Figure 1. The metal 1 layer (run 1).
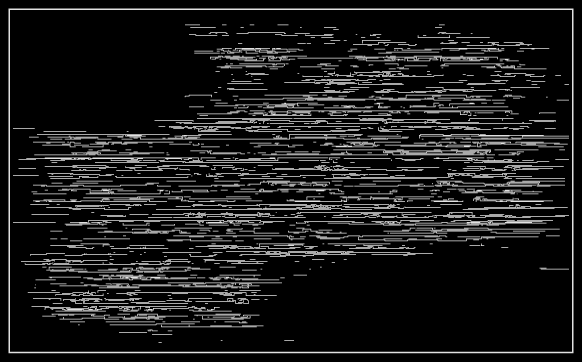
Figure 2. Met2 routing (run 1).
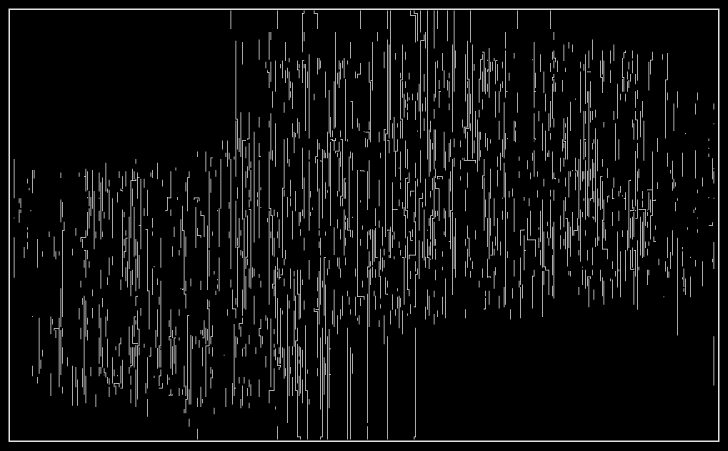
Figure 3. M3 wires (run 1).
Scale bar: 50 µm. Cells faint in the background.
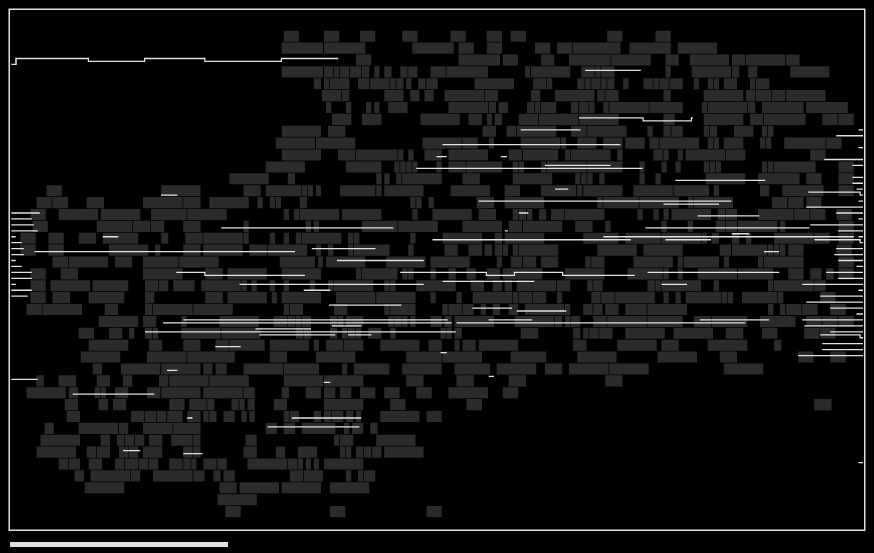
## config.mk

```make
export PLATFORM = sky130hd
export DESIGN_NAME = mips_debug_display
export DESIGN_NICKNAME = d
export VERILOG_FILES = /design/src/rtl/mips_debug_display_pkg.sv /design/src/rtl/mips_debug_display_hex7seg.sv /design/src/rtl/mips_debug_display.sv
export SDC_FILE = /design/constraint.sdc
export NUM_CORES = 1
export LEC_CHECK = 0
export CORE_ASPECT_RATIO = 0.6
export CORE_MARGIN = 2
export CORE_UTILIZATION = 35
export DETAILED_ROUTE_END_ITERATION = 10
export MAX_ROUTING_LAYER = met4
export PLACE_DENSITY = 0.63
export SLEW_MARGIN = 30
export SYNTH_ARGS = -nofsm -noshare
export SYNTH_HDL_FRONTEND = slang
export SYNTH_HIERARCHICAL = 1
export SYNTH_SLANG_ARGS = --single-unit
export TNS_END_PERCENT = 20
```

## constraint.sdc

```tcl
create_clock -name clk -period 5.8 [get_ports clk]
set_clock_uncertainty 0.2 [all_clocks]
set_input_delay 1.16 -clock clk [delete_from_list [all_inputs] [get_ports clk]]
set_output_delay 1.16 -clock clk [all_outputs]
set_load 0.01 [all_outputs]
```

## src/rtl/mips_debug_display_pkg.sv

```systemverilog
// Shared types, segment font and blanking helper for the mips debug display.
// Leading-zero blanking is enabled by defining DEBUG_DISPLAY_BLANK_EN.
package mips_debug_pkg;

    typedef enum logic [1:0] {
        DM_TRACE,
        DM_WDATA,
        DM_STORE,
        DM_COUNT
    } disp_mode_t;

    localparam logic [6:0] SEG_BLANK = 7'h7F;

    // Active-low {g..a} patterns for 0..F
    localparam logic [6:0] HEX_FONT [16] = '{
        7'h40, 7'h79, 7'h24, 7'h30,
        7'h19, 7'h12, 7'h02, 7'h78,
        7'h00, 7'h10, 7'h08, 7'h03,
        7'h46, 7'h21, 7'h06, 7'h0E
    };

    // Bit i set when nibbles 7..i are all zero; digit 0 is never blanked
    function automatic logic [7:0] lz_mask(input logic [31:0] v);
        logic [7:0] m;
        logic       z;
        m = '0;
        z = 1'b1;
        for (int i = 7; i >= 1; i--) begin
            z    = z & (v[4*i +: 4] == 4'h0);
            m[i] = z;
        end
        return m;
    endfunction

endpackage

```

## src/rtl/mips_debug_display_hex7seg.sv

```systemverilog
// Combinational nibble to active-low 7-segment pattern.
// Uses the shared font table from mips_debug_pkg.
module hex7seg
    import mips_debug_pkg::*;
(
    input  logic [3:0] nib,
    output logic [6:0] seg
);

    assign seg = HEX_FONT[nib];

endmodule

```

## src/rtl/mips_debug_display.sv

```systemverilog
// Multiplexed 8-digit debug display and store monitor for the mips core.
// Define DEBUG_DISPLAY_BLANK_EN to blank leading zeros in modes 1 and 3.
module mips_debug_display
    import mips_debug_pkg::*;
#(
    parameter int N        = 32,
    parameter int DIGITS   = 8,
    parameter int SCAN_DIV = 100000,
    parameter int LED_W    = 20
)(
    input  logic              clk,
    input  logic              reset,
    input  logic [7:0]        pclow,
    input  logic [4:0]        state,
    input  logic [N-1:0]      dataadr,
    input  logic [N-1:0]      writedata,
    input  logic              memwrite,
    input  logic [1:0]        mode,
    output logic [DIGITS-1:0] an,
    output logic [6:0]        seg,
    output logic              dp,
    output logic              store_led
);

    localparam int DW = (SCAN_DIV > 1) ? $clog2(SCAN_DIV) : 1;
    localparam int IW = $clog2(DIGITS);

    logic [DW-1:0]    div;
    logic [IW-1:0]    idx;
    logic             term;
    logic             wrap;
    logic [15:0]      cap_adr;
    logic [15:0]      cap_dat;
    logic [N-1:0]     store_cnt;
    logic [LED_W-1:0] stretch;
    logic [LED_W-1:0] stretch_nxt;
    logic [31:0]      frame;
    logic [31:0]      frame_nxt;
    logic [7:0]       blank;
    logic [7:0]       blank_nxt;
    disp_mode_t       frm_mode;
    disp_mode_t       mode_e;
    logic [3:0]       nib;
    logic [6:0]       font;

    wire unused_ok = ^{dataadr, writedata, store_cnt};

    assign mode_e = disp_mode_t'(mode);
    assign term   = (div == DW'(SCAN_DIV - 1));
    assign wrap   = term && (idx == IW'(DIGITS - 1));

    // Snapshot uses register values, so a coincident store shows next frame
    always_comb begin
        frame_nxt = '0;
        unique case (mode_e)
            DM_TRACE: frame_nxt = {pclow, 3'b000, state, dataadr[15:0]};
            DM_WDATA: frame_nxt = writedata[31:0];
            DM_STORE: frame_nxt = {cap_adr, cap_dat};
            DM_COUNT: frame_nxt = store_cnt[31:0];
            default:  frame_nxt = '0;
        endcase
    end

`ifdef DEBUG_DISPLAY_BLANK_EN
    assign blank_nxt = (mode_e == DM_WDATA || mode_e == DM_COUNT)
                     ? lz_mask(frame_nxt) : 8'h00;
`else
    assign blank_nxt = 8'h00;
`endif

    always_comb begin
        stretch_nxt = stretch;
        if (memwrite)
            stretch_nxt = '1;
        else if (stretch != '0)
            stretch_nxt = stretch - 1'b1;
    end

    assign nib = frame[{idx, 2'b00} +: 4];

    hex7seg u_hex (
        .nib (nib),
        .seg (font)
    );

    always_ff @(posedge clk or negedge reset) begin
        if (!reset) begin
            div <= '0;
            idx <= '0;
        end else if (term) begin
            div <= '0;
            idx <= (idx == IW'(DIGITS - 1)) ? '0 : idx + 1'b1;
        end else begin
            div <= div + 1'b1;
        end
    end

    always_ff @(posedge clk or negedge reset) begin
        if (!reset) begin
            cap_adr   <= '0;
            cap_dat   <= '0;
            store_cnt <= '0;
            stretch   <= '0;
        end else begin
            stretch <= stretch_nxt;
            if (memwrite) begin
                cap_adr <= dataadr[15:0];
                cap_dat <= writedata[15:0];
                if (store_cnt != '1)
                    store_cnt <= store_cnt + 1'b1;
            end
        end
    end

    always_ff @(posedge clk or negedge reset) begin
        if (!reset) begin
            frame    <= '0;
            blank    <= '0;
            frm_mode <= DM_TRACE;
        end else if (wrap) begin
            frame    <= frame_nxt;
            blank    <= blank_nxt;
            frm_mode <= mode_e;
        end
    end

    always_ff @(posedge clk or negedge reset) begin
        if (!reset) begin
            an        <= '1;
            seg       <= SEG_BLANK;
            dp        <= 1'b1;
            store_led <= 1'b0;
        end else begin
            an        <= ~({{(DIGITS-1){1'b0}}, 1'b1} << idx);
            seg       <= blank[idx] ? SEG_BLANK : font;
            dp        <= !((idx == IW'(4)) &&
                           (frm_mode == DM_TRACE || frm_mode == DM_STORE));
            store_led <= (stretch_nxt != '0);
        end
    end

endmodule

```

==> results.md, run 1 <==
| Quantity | Reported | Unit |
|---|---|---|
| Post-detailed-route via-to-cell ratio | 5.12 | - |
| Ratio of cells with drive above 1 in the final layout | 0.191 | - |
| CP required | 5.94 | ns |
| Max Slew Vio Count | 0 | - |
| CTS Buffer Depth | 2 | - |
| Outcome | finished, final reports clean | - |
| DRC violation count after routing | 0 | - |
| Count of antenna-violating nets left after detailed routing | 0 | - |
| Count of unique library cells instantiated by Yosys | 60 | - |
| Nature of the critical path startpoint | register | - |
| Yosys synthesis warning count | 6 | - |
| Hold crit path type | register to register | - |
| GRT Util Overall | 0.181 | - |
| Sum of negative setup slack | 0 | ns |
| Synthesis-stage register bit count | 154 | - |
| Power per Cell Area | 266 | nW/µm² |
| Leading cell types by total area after synthesis | dfrtp_1, mux4_2, nand2_1 | - |
| Number of cells in the yosys synthesis report | 675 | - |
| Cell area after technology mapping | 7700 | µm² |
| Synth top cell by count | nand2_1 | - |
| Clock insertion delay at the later pin of the skew report | 0.42 | ns |
| Setup repair after global routing missed its margin | false | - |
| Post-CTS repair timing setup buffer count | 0 | - |
| Pre-placement core utilization | 0.362 | - |
| P_leak | 3.72 | nW |
| Mean area per synthesized cell | 11.4 | µm² |
| Post-detail-place hpwl | 13.8 | mm |
| Worst hold margin | 0.265 | ns |
| Critical path class | register to register | - |
| Clock buffer count from CTS | 17 | - |
| Share of the cycle needed by the critical path after routing | 0.558 | - |
| Number of violations of the max-capacitance limit | 0 | - |
| Overall overflow remaining after global route | 0 | - |
| Per-cell routed wire length | 18.1 | µm |
| Number of standard cells in the final layout excluding fillers | 1047 | - |
| Die Width | 195 | µm |
| Chip area | 23200 | µm² |
| Number of cell instances on the worst register-to-register path | 8 | - |
| Fraction of synthesis flops using an asynchronous set or reset pin | 1.00 | - |
| Number of warnings in the stage logs | 53 | - |
| Portion of the post-synthesis area used by sequential elements | 0.503 | - |
| Syn Nets | 774 | - |
| Worst setup slack after placement | 2.31 | ns |
| Placement row count | 41 | - |
| Largest net degree at the start of global routing | 59 | - |
| Count of boundary I/O pins | 99 | - |
| Final hold viol count | 0 | - |
| Worst Slack Setup Final | 2.57 | ns |
| Placeable core region | 21300 | µm² |
| Cell chosen for the clock root | clkbuf_16 | - |
| Layout Utilization | 0.441 | - |
| Type of destination of the critical path | register | - |
-- Figure 1 (at the start) --
wire length on this layer: 10300 µm
main direction: horizontal
number of vias after detailed routing: 5365
Routed WL: 19.0 mm
met1 Usage GRT: 0.290

-- Figure 2 (at the start) --
nets with wire on the layer: 691
main direction: vertical
met2 Usage GRT: 0.211

-- Figure 3 (at the start) --
share of all routed wire: 8.3%
nets with wire on the layer: 97

[run 1: state kept, by name (all words and copies together) (netlist names)]
name       count
div           17
frm_mode       1
an             8
cap_adr       16
seg            7
store_led      1
store_cnt     32
stretch       20
cap_dat       16
dp             1
frame         32
idx            3
[run 1: layout make-up]
cell class	count	area, µm²
multi-input combinational	478	3660
timing repair buffer	90	867
clock buffer	22	474
sequential	154	3870
tap	279	349
inverter	15	56.3
clock inverter	9	97.6
fill	1994	11900
[run 1: per-stage QoR]
stage	cell area, µm²	total power [mW]
finish	9380	2.49
global route	9380	2.60
CTS	9380	2.52
detailed placement	8810	1.43
global placement	8810	1.42
floorplan	7700	1.31
[run 1: layout by cell type (no fill, tap or decap), drive strengths merged, types with 15 or more instances in the layout]
master         netlist  routed
clkbuf              19      22
clkdlybuf4s50        0      78
dfrtp              138     138
dfstp               16      16
ha                  17      17
mux2                37      37
mux4                37      37
nand2              147     147
nand3               23      23
nor2                30      30
xnor2               40      40
xor2                15      15
[run 1: report_power, final]
group | switching (mW) | internal (mW) | total (mW)
Clock | 0.428 | 0.661 | 1.09
Combinational | 0.102 | 0.132 | 0.234
Sequential | 0.0474 | 1.12 | 1.17
[run 1: kinds of logic (layout without fill, tap and decap cells)]
group,after synthesis,count (layout),synth area share
mux,76,76,0.165
flops,154,154,0.503
xor+xnor,55,55,0.0626
buf+inv,43,136,0.0223
fa+ha+maj,17,17,0.0276
compound gates,51,51,0.0457
simple gates,279,279,0.174
[run 1: worst max-delay path: stages, from the launching register on]
cell and delay [ns]:
dfrtp_1 0.46, nand4_1 0.32, nor3_1 0.60, nand3_1 0.30, o41ai_2 0.53, nor3_1 0.28
buf_4 0.25, nand4_1 0.11, xnor2_1 0.12
[run 1: path summary, 6_finish.rpt]
| path | startpoint | end | slack [ns] |
|---|---|---|---|
| setup / recovery | store_cnt[7]$_DFFE_PN0P_ | store_cnt[27]$_DFFE_PN0P_ | 2.57 |
| hold / removal | frame[1]$_DFFE_PN0P_ | frame[1]$_DFFE_PN0P_ | 0.27 |
| setup reg to reg | store_cnt[7]$_DFFE_PN0P_ | store_cnt[27]$_DFFE_PN0P_ | 2.57 |
| hold reg to reg | frame[1]$_DFFE_PN0P_ | frame[1]$_DFFE_PN0P_ | 0.27 |
| max in group asynchronous | reset | frame[12]$_DFFE_PN0P_ | 3.73 |
| min in group asynchronous | reset | cap_adr[14]$_DFFE_PN0P_ | 0.50 |
[run 1: layer usage]
layer | vias up | share of wire | track usage
li1 | 2534 | - | -
met1 | 2651 | 0.54 | 0.290
met2 | 168 | 0.36 | 0.211
met3 | 12 | 0.083 | 0.0541
met4 | 0 | 0.0089 | 0.0477
met5 | - | 0 | -
--- run 2 (diff from run 1) ---
--- a/config.mk
+++ b/config.mk
@@ -10,7 +10,7 @@
 export CORE_UTILIZATION = 35
 export DETAILED_ROUTE_END_ITERATION = 10
 export MAX_ROUTING_LAYER = met4
-export PLACE_DENSITY = 0.63
+export PLACE_DENSITY = 0.65
 export SLEW_MARGIN = 30
 export SYNTH_ARGS = -nofsm -noshare
 export SYNTH_HDL_FRONTEND = slang
==> constraint.sdc (replaced) <==
create_clock -name clk -period 2.9 [get_ports clk]
set_clock_uncertainty 0.2 [all_clocks]
set_input_delay 0.58 -clock clk [delete_from_list [all_inputs] [get_ports clk]]
set_output_delay 0.58 -clock clk [all_outputs]
set_load 0.01 [all_outputs]
Figure 4. M3 wires (run 2).
Scale bar: 50 µm. Cells faint in the background.
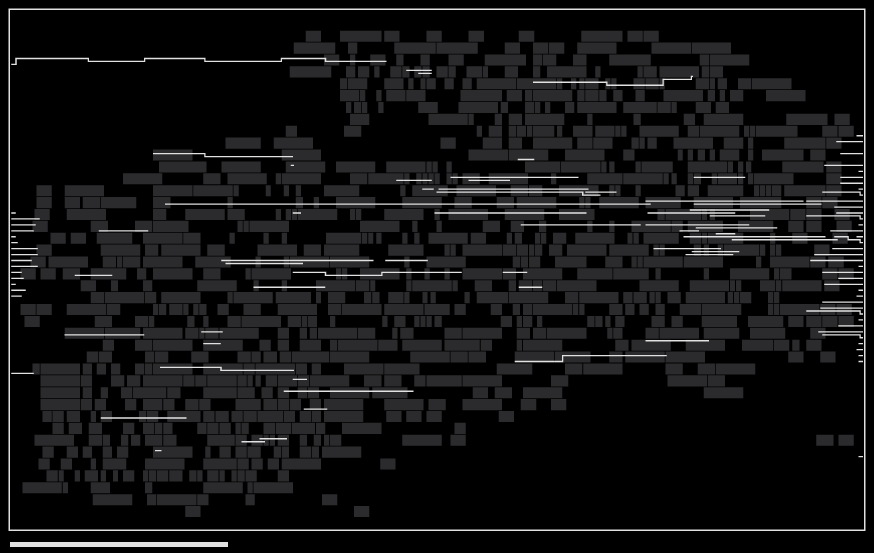
main direction: horizontal
longest straight run: 111 µm
number of vias after detailed routing: 5668
met3 usage in global routing: 0.0473
Routed WL: 20.1 mm

==> run 2 against run 1 <==
Combinational power grew 120%. First-iteration DRC count grew 25%. Wire length is 6.0% higher. Global-route usage rose by 0.84 points. Critical path type unchanged. Critical path depth unchanged. Maximum frequency rose by 11%. Clock-buffer cell count is the same. Utilization rose by 2.8 points. The run now ends with negative setup slack left. Sequential cell count unchanged.
==> results.md, run 2 <==
| Quantity | Reported | Unit | vs previous |
|---|---|---|---|
| Outcome | complete, but fails checks | - | was finished, final reports clean |
| Failing checks | negative setup slack | - |  |
| Count of boundary I/O pins | 99 | - | unchanged |
| Cell area after technology mapping | 7700 | µm² | unchanged |
| Yosys synthesis warning count | 6 | - | unchanged |
| Count of unique library cells instantiated by Yosys | 60 | - | unchanged |
| Chip area | 23200 | µm² | unchanged |
| Power per Cell Area | 501 | nW/µm² | was 266 nW/µm² |
| GRT Util Overall | 0.189 | - | was 0.181 |
| Synth top cell by count | nand2_1 | - | unchanged |
| Nature of the critical path startpoint | register | - | unchanged |
| Pre-placement core utilization | 0.362 | - | unchanged |
| Share of power burned in registers | 0.469 | - | was 0.470 |
| Number of cell instances on the worst register-to-register path | 8 | - | unchanged |
| Per-cell routed wire length | 18.2 | µm | was 18.1 µm |
| P_leak | 4.06 | nW | was 3.72 nW |
| Reg-to-reg critical path startpoint | stretch[14]$_DFF_PN0_ | - | was store_cnt[7]$_DFFE_PN0P_ |
| Synthesis-stage register bit count | 154 | - | unchanged |
| Design internal power | 3.78 | mW | was 1.92 mW |
| Switching Share | 0.244 | - | was 0.232 |
| Clock share of power | 0.430 | - | was 0.437 |
| Worst Tran Pin Value | 0.752 | ns | was 0.881 ns |
| DRC violation count after routing | 0 | - | unchanged |
| Critical path class | register to register | - | unchanged |
| Number of cells in the yosys synthesis report | 675 | - | unchanged |
| Largest net degree at the start of global routing | 59 | - | unchanged |
| Overall overflow remaining after global route | 0 | - | unchanged |
| Setup repair after global routing missed its margin | true | - | was false |
| CP required | 3.01 | ns | was 5.94 ns |
| Count of antenna-violating nets left after detailed routing | 0 | - | unchanged |
| Launch point of the worst hold path | frm_mode[0]$_DFFE_PN0P_ | - | was frame[1]$_DFFE_PN0P_ |
| CTS H-tree depth | 4 | - | unchanged |
| Clock insertion delay at the later pin of the skew report | 0.44 | ns | was 0.42 ns |
| Placement row count | 41 | - | unchanged |
| Top logic cells by instance count in the layout | nand2_1, dfrtp_1, clkdlybuf4s50_1 | - | unchanged |
| R2r setup slk | -0.02 | ns | was 2.57 ns |
| Critical Path AT | 3.03 | ns | was 3.37 ns |
| Ratio of cells with drive above 1 in the final layout | 0.264 | - | was 0.191 |
| Number of warnings in the stage logs | 54 | - | was 53 |
| Hold Path End | frm_mode[0]$_DFFE_PN0P_ | - | was frame[1]$_DFFE_PN0P_ |
| Count of buffers from port buffering | 82 | - | unchanged |
| Post-detailed-route via-to-cell ratio | 5.12 | - | about the same |
| Die Width | 195 | µm | unchanged |
| Clock buffer count from CTS | 17 | - | unchanged |
| Leading cell types by total area after synthesis | dfrtp_1, mux4_2, nand2_1 | - | unchanged |
| Number of violations of the max-capacitance limit | 0 | - | unchanged |
| Fraction of synthesis flops using an asynchronous set or reset pin | 1.00 | - | unchanged |
| CTS Buffer Depth | 2 | - | unchanged |
| Sum of negative setup slack | -0.0159 | ns | was 0 ns |
| Most frequent standard cell in the layout excluding fill and tap cells | nand2_1 | - | unchanged |
| Cell chosen for the clock root | clkbuf_16 | - | unchanged |
| Placeable core region | 21300 | µm² | unchanged |
| Critical R2R Capture | store_led$_DFF_PN0_ | - | was store_cnt[27]$_DFFE_PN0P_ |
| Mean area per synthesized cell | 11.4 | µm² | unchanged |
| Final hold viol count | 0 | - | unchanged |
| Layout Utilization | 0.469 | - | was 0.441 |
| Registers with the most flip-flops | frame x32, store_cnt x32, stretch x20 | - | unchanged |
| Type of destination of the critical path | register | - | unchanged |
| Portion of the post-synthesis area used by sequential elements | 0.503 | - | unchanged |
| Syn Nets | 774 | - | unchanged |
| Total setup violations reported at the end of the flow | 1 | - | was 0 |
| Part of the power in combinational logic | 0.101 | - | was 0.094 |
| Share of the cycle needed by the critical path after routing | 1.01 | - | was 0.558 |
| Number of fill cells | 1935 | - | was 1994 |
| Worst Slack Setup Final | -0.0159 | ns | was 2.57 ns |
| Post-detail-place hpwl | 14.7 | mm | was 13.8 mm |
| P_sw | 1.22 | mW | was 0.578 mW |
| Hold crit path type | register to register | - | unchanged |
-- run 2: cell types whose count changed in the layout (fill, tap and decap cells not counted), sizes merged --
| cell | change |
|---|---|
| clkinv | -2 |
| clkdlybuf4s50 | +1 |
| buf | +57 |
| bufinv | -1 |
| clkinvlp | +4 |
| dlygate4sd3 | +1 |
-- run 2: what timing repair did --
action	4_1_cts	5_1_grt
cloned	0	0
hold buffers	1	0
buffers inserted	11	4
hold endpoints to repair	30	0
setup endpoints to repair	1	7
resized	8	13
pin swaps	6	3
-- run 2: final cells by class --
class	count	area [µm²]	share of cell area
flip-flops and latches	154	3870	0.388
multi-input cells	478	3770	0.377
repair buffers	149	1370	0.137
clock buffers	22	474	0.0475
well taps	279	349	0.0350
clock inverters	10	95.1	0.00953
inverters	15	56.3	0.00564
-- run 2: stage by stage --
stage / instance area (µm²) / total power, mW / setup WS (ns) / hold WS (ns) / cells
final: 9980 / 5.00 / -0.0159 / 0.258 / 1107
after global routing: 9980 / 5.22 / -0.126 / 0.279 / 1107
after CTS: 9890 / 5.06 / 0.000161 / 0.263 / 1103
after detailed placement: 9190 / 2.88 / -0.0655 / 0.248 / 1059
after global placement: 9190 / 2.87 / -0.0419 / 0.245 / 1059
after floorplan: 7700 / 2.62 / 0.0454 / 0.0844 / 675
-- run 2: kinds of logic (layout without fill, tap and decap cells) --
kind of cell / Yosys count / count (layout) / synth area share
xor gates and xnor gates: 55 / 55 / 0.0626
AOI/OAI and AO/OA: 51 / 51 / 0.0457
muxes: 76 / 76 / 0.165
adders and majority gates: 17 / 17 / 0.0276
and+or+nand+nor: 279 / 279 / 0.174
buffers and inverters: 43 / 196 / 0.0223
DFF: 154 / 154 / 0.503
-- run 2: layer usage --
metal,vias to the layer above,routed length [µm],global-route usage
met2,157,7690,0.227
met5,-,0,-
li1,2654,-,-
met3,13,1340,0.0473
met4,0,159,0.0472
met1,2844,10900,0.305
-- run 2: worst max-delay path by stage --
stage,start,endpoint,cells after the start
2_1_floorplan,stretch[2]$_DFF_PN0_,store_led$_DFF_PN0_,7
3_3_place_gp,stretch[16]$_DFF_PN0_,store_led$_DFF_PN0_,7
3_5_place_dp,stretch[0]$_DFF_PN0_,store_led$_DFF_PN0_,9
4_1_cts,stretch[11]$_DFF_PN0_,store_led$_DFF_PN0_,9
5_1_grt,stretch[16]$_DFF_PN0_,store_led$_DFF_PN0_,9
6_report,stretch[14]$_DFF_PN0_,store_led$_DFF_PN0_,8
-- run 2: worst max-delay path, cell delays in order, from the launching register on --
cell      delay, ns
dfrtp_1        0.43
nor4_4         0.35
nand2_4        0.11
buf_4          0.16
o21ba_4        0.22
xnor2_2        0.16
nor4b_4        0.23
or4bb_4        0.57
a2111o_1       0.35
-- run 2: power groups by stage --
stage / combinational, mW / clock (mW) / sequential, mW
3_3_place_gp: 0.495 / 0 / 2.38
4_1_cts: 0.507 / 2.21 / 2.34
2_1_floorplan: 0.273 / 0 / 2.34
5_1_grt: 0.556 / 2.31 / 2.36
6_report: 0.506 / 2.15 / 2.35
3_5_place_dp: 0.502 / 0 / 2.38
--- run 3 (diff from run 2) ---
--- a/config.mk
+++ b/config.mk
@@ -14,6 +14,5 @@
 export SLEW_MARGIN = 30
 export SYNTH_ARGS = -nofsm -noshare
 export SYNTH_HDL_FRONTEND = slang
-export SYNTH_HIERARCHICAL = 1
 export SYNTH_SLANG_ARGS = --single-unit
 export TNS_END_PERCENT = 20
Figure 5. Met2 routing (run 3).
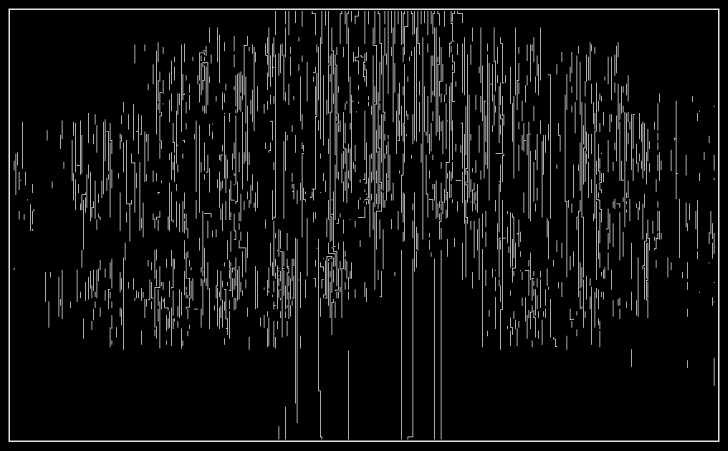
nets with wire on the layer: 683
main direction: vertical
met2 Usage GRT: 0.237
Routed WL: 19.4 mm
number of vias after detailed routing: 5452

==> run 3 against run 2 <==
The flow now finishes without violations. Hold slack improved by 0.021 ns. Sequential cell count did not move. Power rose by 3.9%. Via count fell by 3.8%. Critical path depth fell by 2. Utilization fell by 2.6 points. Area after synthesis rose by 1.4%. Synthesized cell count fell by 5.5%. Maximum frequency rose by 7.8%. Largest cell class unchanged. Largest power group unchanged. Highest routed layer unchanged.
==> results.md, run 3 <==
| Quantity | Reported | Unit | vs previous |
|---|---|---|---|
| Outcome | finished, final reports clean | - | was complete, but fails checks |
| Leading cell types by total area after synthesis | dfrtp_1, mux4_2, mux2_2 | - | was dfrtp_1, mux4_2, nand2_1 |
| Per-cell routed wire length | 18.6 | µm | was 18.2 µm |
| Fraction of synthesis flops using an asynchronous set or reset pin | 1.00 | - | unchanged |
| Cell area after technology mapping | 7810 | µm² | was 7700 µm² |
| Count of unique library cells instantiated by Yosys | 56 | - | was 60 |
| Setup repair after global routing missed its margin | false | - | was true |
| Clock buffer count from CTS | 17 | - | unchanged |
| CTS Buffer Depth | 2 | - | unchanged |
| Number of cell instances on the worst register-to-register path | 6 | - | was 8 |
| GRT Util Overall | 0.180 | - | was 0.189 |
| Overall overflow remaining after global route | 0 | - | unchanged |
| Post-detail-place hpwl | 14.5 | mm | was 14.7 mm |
| Sum of negative setup slack | 0 | ns | was -0.0159 ns |
| CP required | 2.98 | ns | was 3.01 ns |
| Count of antenna-violating nets left after detailed routing | 0 | - | unchanged |
| Pre-placement core utilization | 0.355 | - | was 0.362 |
| CTS H-tree depth | 4 | - | unchanged |
| Critical path class | register to register | - | unchanged |
| Chip area | 23600 | µm² | was 23200 µm² |
| Number of violations of the max-capacitance limit | 0 | - | unchanged |
| Number of cells in the yosys synthesis report | 638 | - | was 675 |
| Worst hold margin | 0.278 | ns | was 0.258 ns |
| Syn Nets | 736 | - | was 774 |
| Synth top cell by count | dfrtp_1 | - | was nand2_1 |
| Total setup violations reported at the end of the flow | 0 | - | was 1 |
| Largest net degree at the start of global routing | 54 | - | was 59 |
| Type of destination of the critical path | register | - | unchanged |
| Slowest cell delay on critical path | 0.67 | ns | was 0.57 ns |
| Final hold viol count | 0 | - | unchanged |
| PnR Total Power | 5.20 | mW | was 5.00 mW |
| Count of boundary I/O pins | 99 | - | unchanged |
| Synthesis-stage register bit count | 154 | - | unchanged |
| List of cells traversed by the critical path | or4_1 -> or2_4 -> or3_1 -> a211o_1 -> nor3_2 -> nand4_1 | - | was nor4_4 -> nand2_4 -> buf_4 -> o21ba_4 -> xnor2_2 -> nor4b_4 -> or4bb_4 -> a2111o_1 |
| Registers with the most flip-flops | frame x32, store_cnt x32, stretch x20 | - | unchanged |
| Worst setup slack after placement | 0.0404 | ns | was -0.0655 ns |
| Cell chosen for the clock root | clkbuf_16 | - | unchanged |
| Worst Slack Setup Final | 0.194 | ns | was -0.0159 ns |
| Power per Cell Area | 534 | nW/µm² | was 501 nW/µm² |
| DRC violation count after routing | 0 | - | unchanged |
| Reg-to-reg critical path startpoint | stretch[7]$_DFF_PN0_ | - | was stretch[14]$_DFF_PN0_ |
| Critical R2R Capture | store_led$_DFF_PN0_ | - | unchanged |
| Top logic cells by instance count in the layout | dfrtp_1, clkdlybuf4s50_1, mux2_2 | - | was nand2_1, dfrtp_1, clkdlybuf4s50_1 |
| Launch point of the worst hold path | memwrite | - | was frm_mode[0]$_DFFE_PN0P_ |
| Ratio of cells with drive above 1 in the final layout | 0.267 | - | was 0.264 |
| Hold Path End | stretch[2]$_DFF_PN0_ | - | was frm_mode[0]$_DFFE_PN0P_ |
| Portion of the post-synthesis area used by sequential elements | 0.496 | - | was 0.503 |
| Post-detailed-route via-to-cell ratio | 5.23 | - | was 5.12 |
| Mean area per synthesized cell | 12.2 | µm² | was 11.4 µm² |
| Slowest-stage cell, CP | or4_1 | - | was or4bb_4 |
| Count of buffers from port buffering | 82 | - | unchanged |
| Worst Tran Pin Value | 0.529 | ns | was 0.752 ns |
| Clock insertion delay at the later pin of the skew report | 0.42 | ns | was 0.44 ns |
| Placement row count | 42 | - | was 41 |
| Placeable core region | 22000 | µm² | was 21300 µm² |
| Layout Utilization | 0.443 | - | was 0.469 |
| Die Width | 197 | µm | was 195 µm |
## run 3: netlist changes by cell type after synthesis, sizes merged, moves of 9 or more
cell / delta
mux2: +30
nand2: -97
nor3: +12
nor4: +9
xnor2: -26
xor2: +22
## run 3: worst max path at each step
stage / slack [ns] / end / startpoint / depth (start not counted)
4_1_cts: 0.03 / store_led$_DFF_PN0_ / stretch[0]$_DFF_PN0_ / 8
2_1_floorplan: 0.32 / frame[11]$_DFFE_PN0P_ / mode[0] / 4
5_1_grt: 0.07 / store_led$_DFF_PN0_ / stretch[7]$_DFF_PN0_ / 6
3_5_place_dp: 0.04 / store_led$_DFF_PN0_ / stretch[0]$_DFF_PN0_ / 8
6_report: 0.19 / store_led$_DFF_PN0_ / stretch[7]$_DFF_PN0_ / 6
3_3_place_gp: 0.11 / store_led$_DFF_PN0_ / stretch[0]$_DFF_PN0_ / 8
## run 3: critical path: cells and delay by family (launching register included)
family          cells  cell delay (ns)
compound gates      1             0.33
flops               1             0.41
simple gates        5             1.63
## run 3: report_power, final
part	leakage, nW	switching [mW]	internal, mW	total (mW)
sequential	1.82	0.132	2.29	2.42
clock	0.270	0.946	1.20	2.14
combinational	1.92	0.287	0.348	0.635
## run 3: area by class of cell
class / count / area (µm²)
Inverter: 20 / 75.1
Sequential cell: 154 / 3870
Timing Repair Buffer: 114 / 1090
Clock buffer: 17 / 425
Tap cell: 286 / 358
Clock inverter: 15 / 145
Multi-Input combinational cell: 436 / 3770
Fill cell: 2036 / 12200
## run 3: logic make-up after synthesis
family / after synthesis / share of synthesized area
AND/OR/NAND/NOR: 210 / 0.146
flip-flops: 154 / 0.496
multiplexers: 109 / 0.210
XOR/XNOR: 51 / 0.0572
AND-OR/OR-AND: 50 / 0.0407
buffers and inverters: 48 / 0.0240
adder cells (fa/ha/maj): 16 / 0.0256
## run 3: timing repair
action                                 CTS  global route
hold buffers                             1             0
setup endpoints to repair                0             1
resized                                  0             6
endpoints found under the hold margin   46             0
## run 3: stage by stage
step           cell area (µm²)  instances
3_5_place_dp              9130       1009
2_1_floorplan             7810        638
6_report                  9740       1042
4_1_cts                   9710       1042
3_3_place_gp              9130       1009
5_1_grt                   9740       1042
## run 3: per-layer routing
layer  share of wire  vias up  track usage
met3           0.062        9       0.0500
li1                -     2562            -
met4          0.0046        0       0.0329
met2            0.41      139        0.237
met5               0        -            -
met1            0.53     2742        0.274

==> screenshots <==
Routing congestion.
image #1
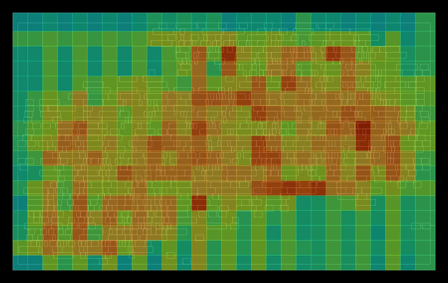
image #2
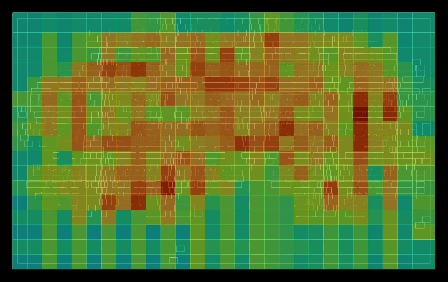
Image #2 is run 3.
Image #1 is run 2.

No activity file was given, so power comes from the tool's default toggle rates.
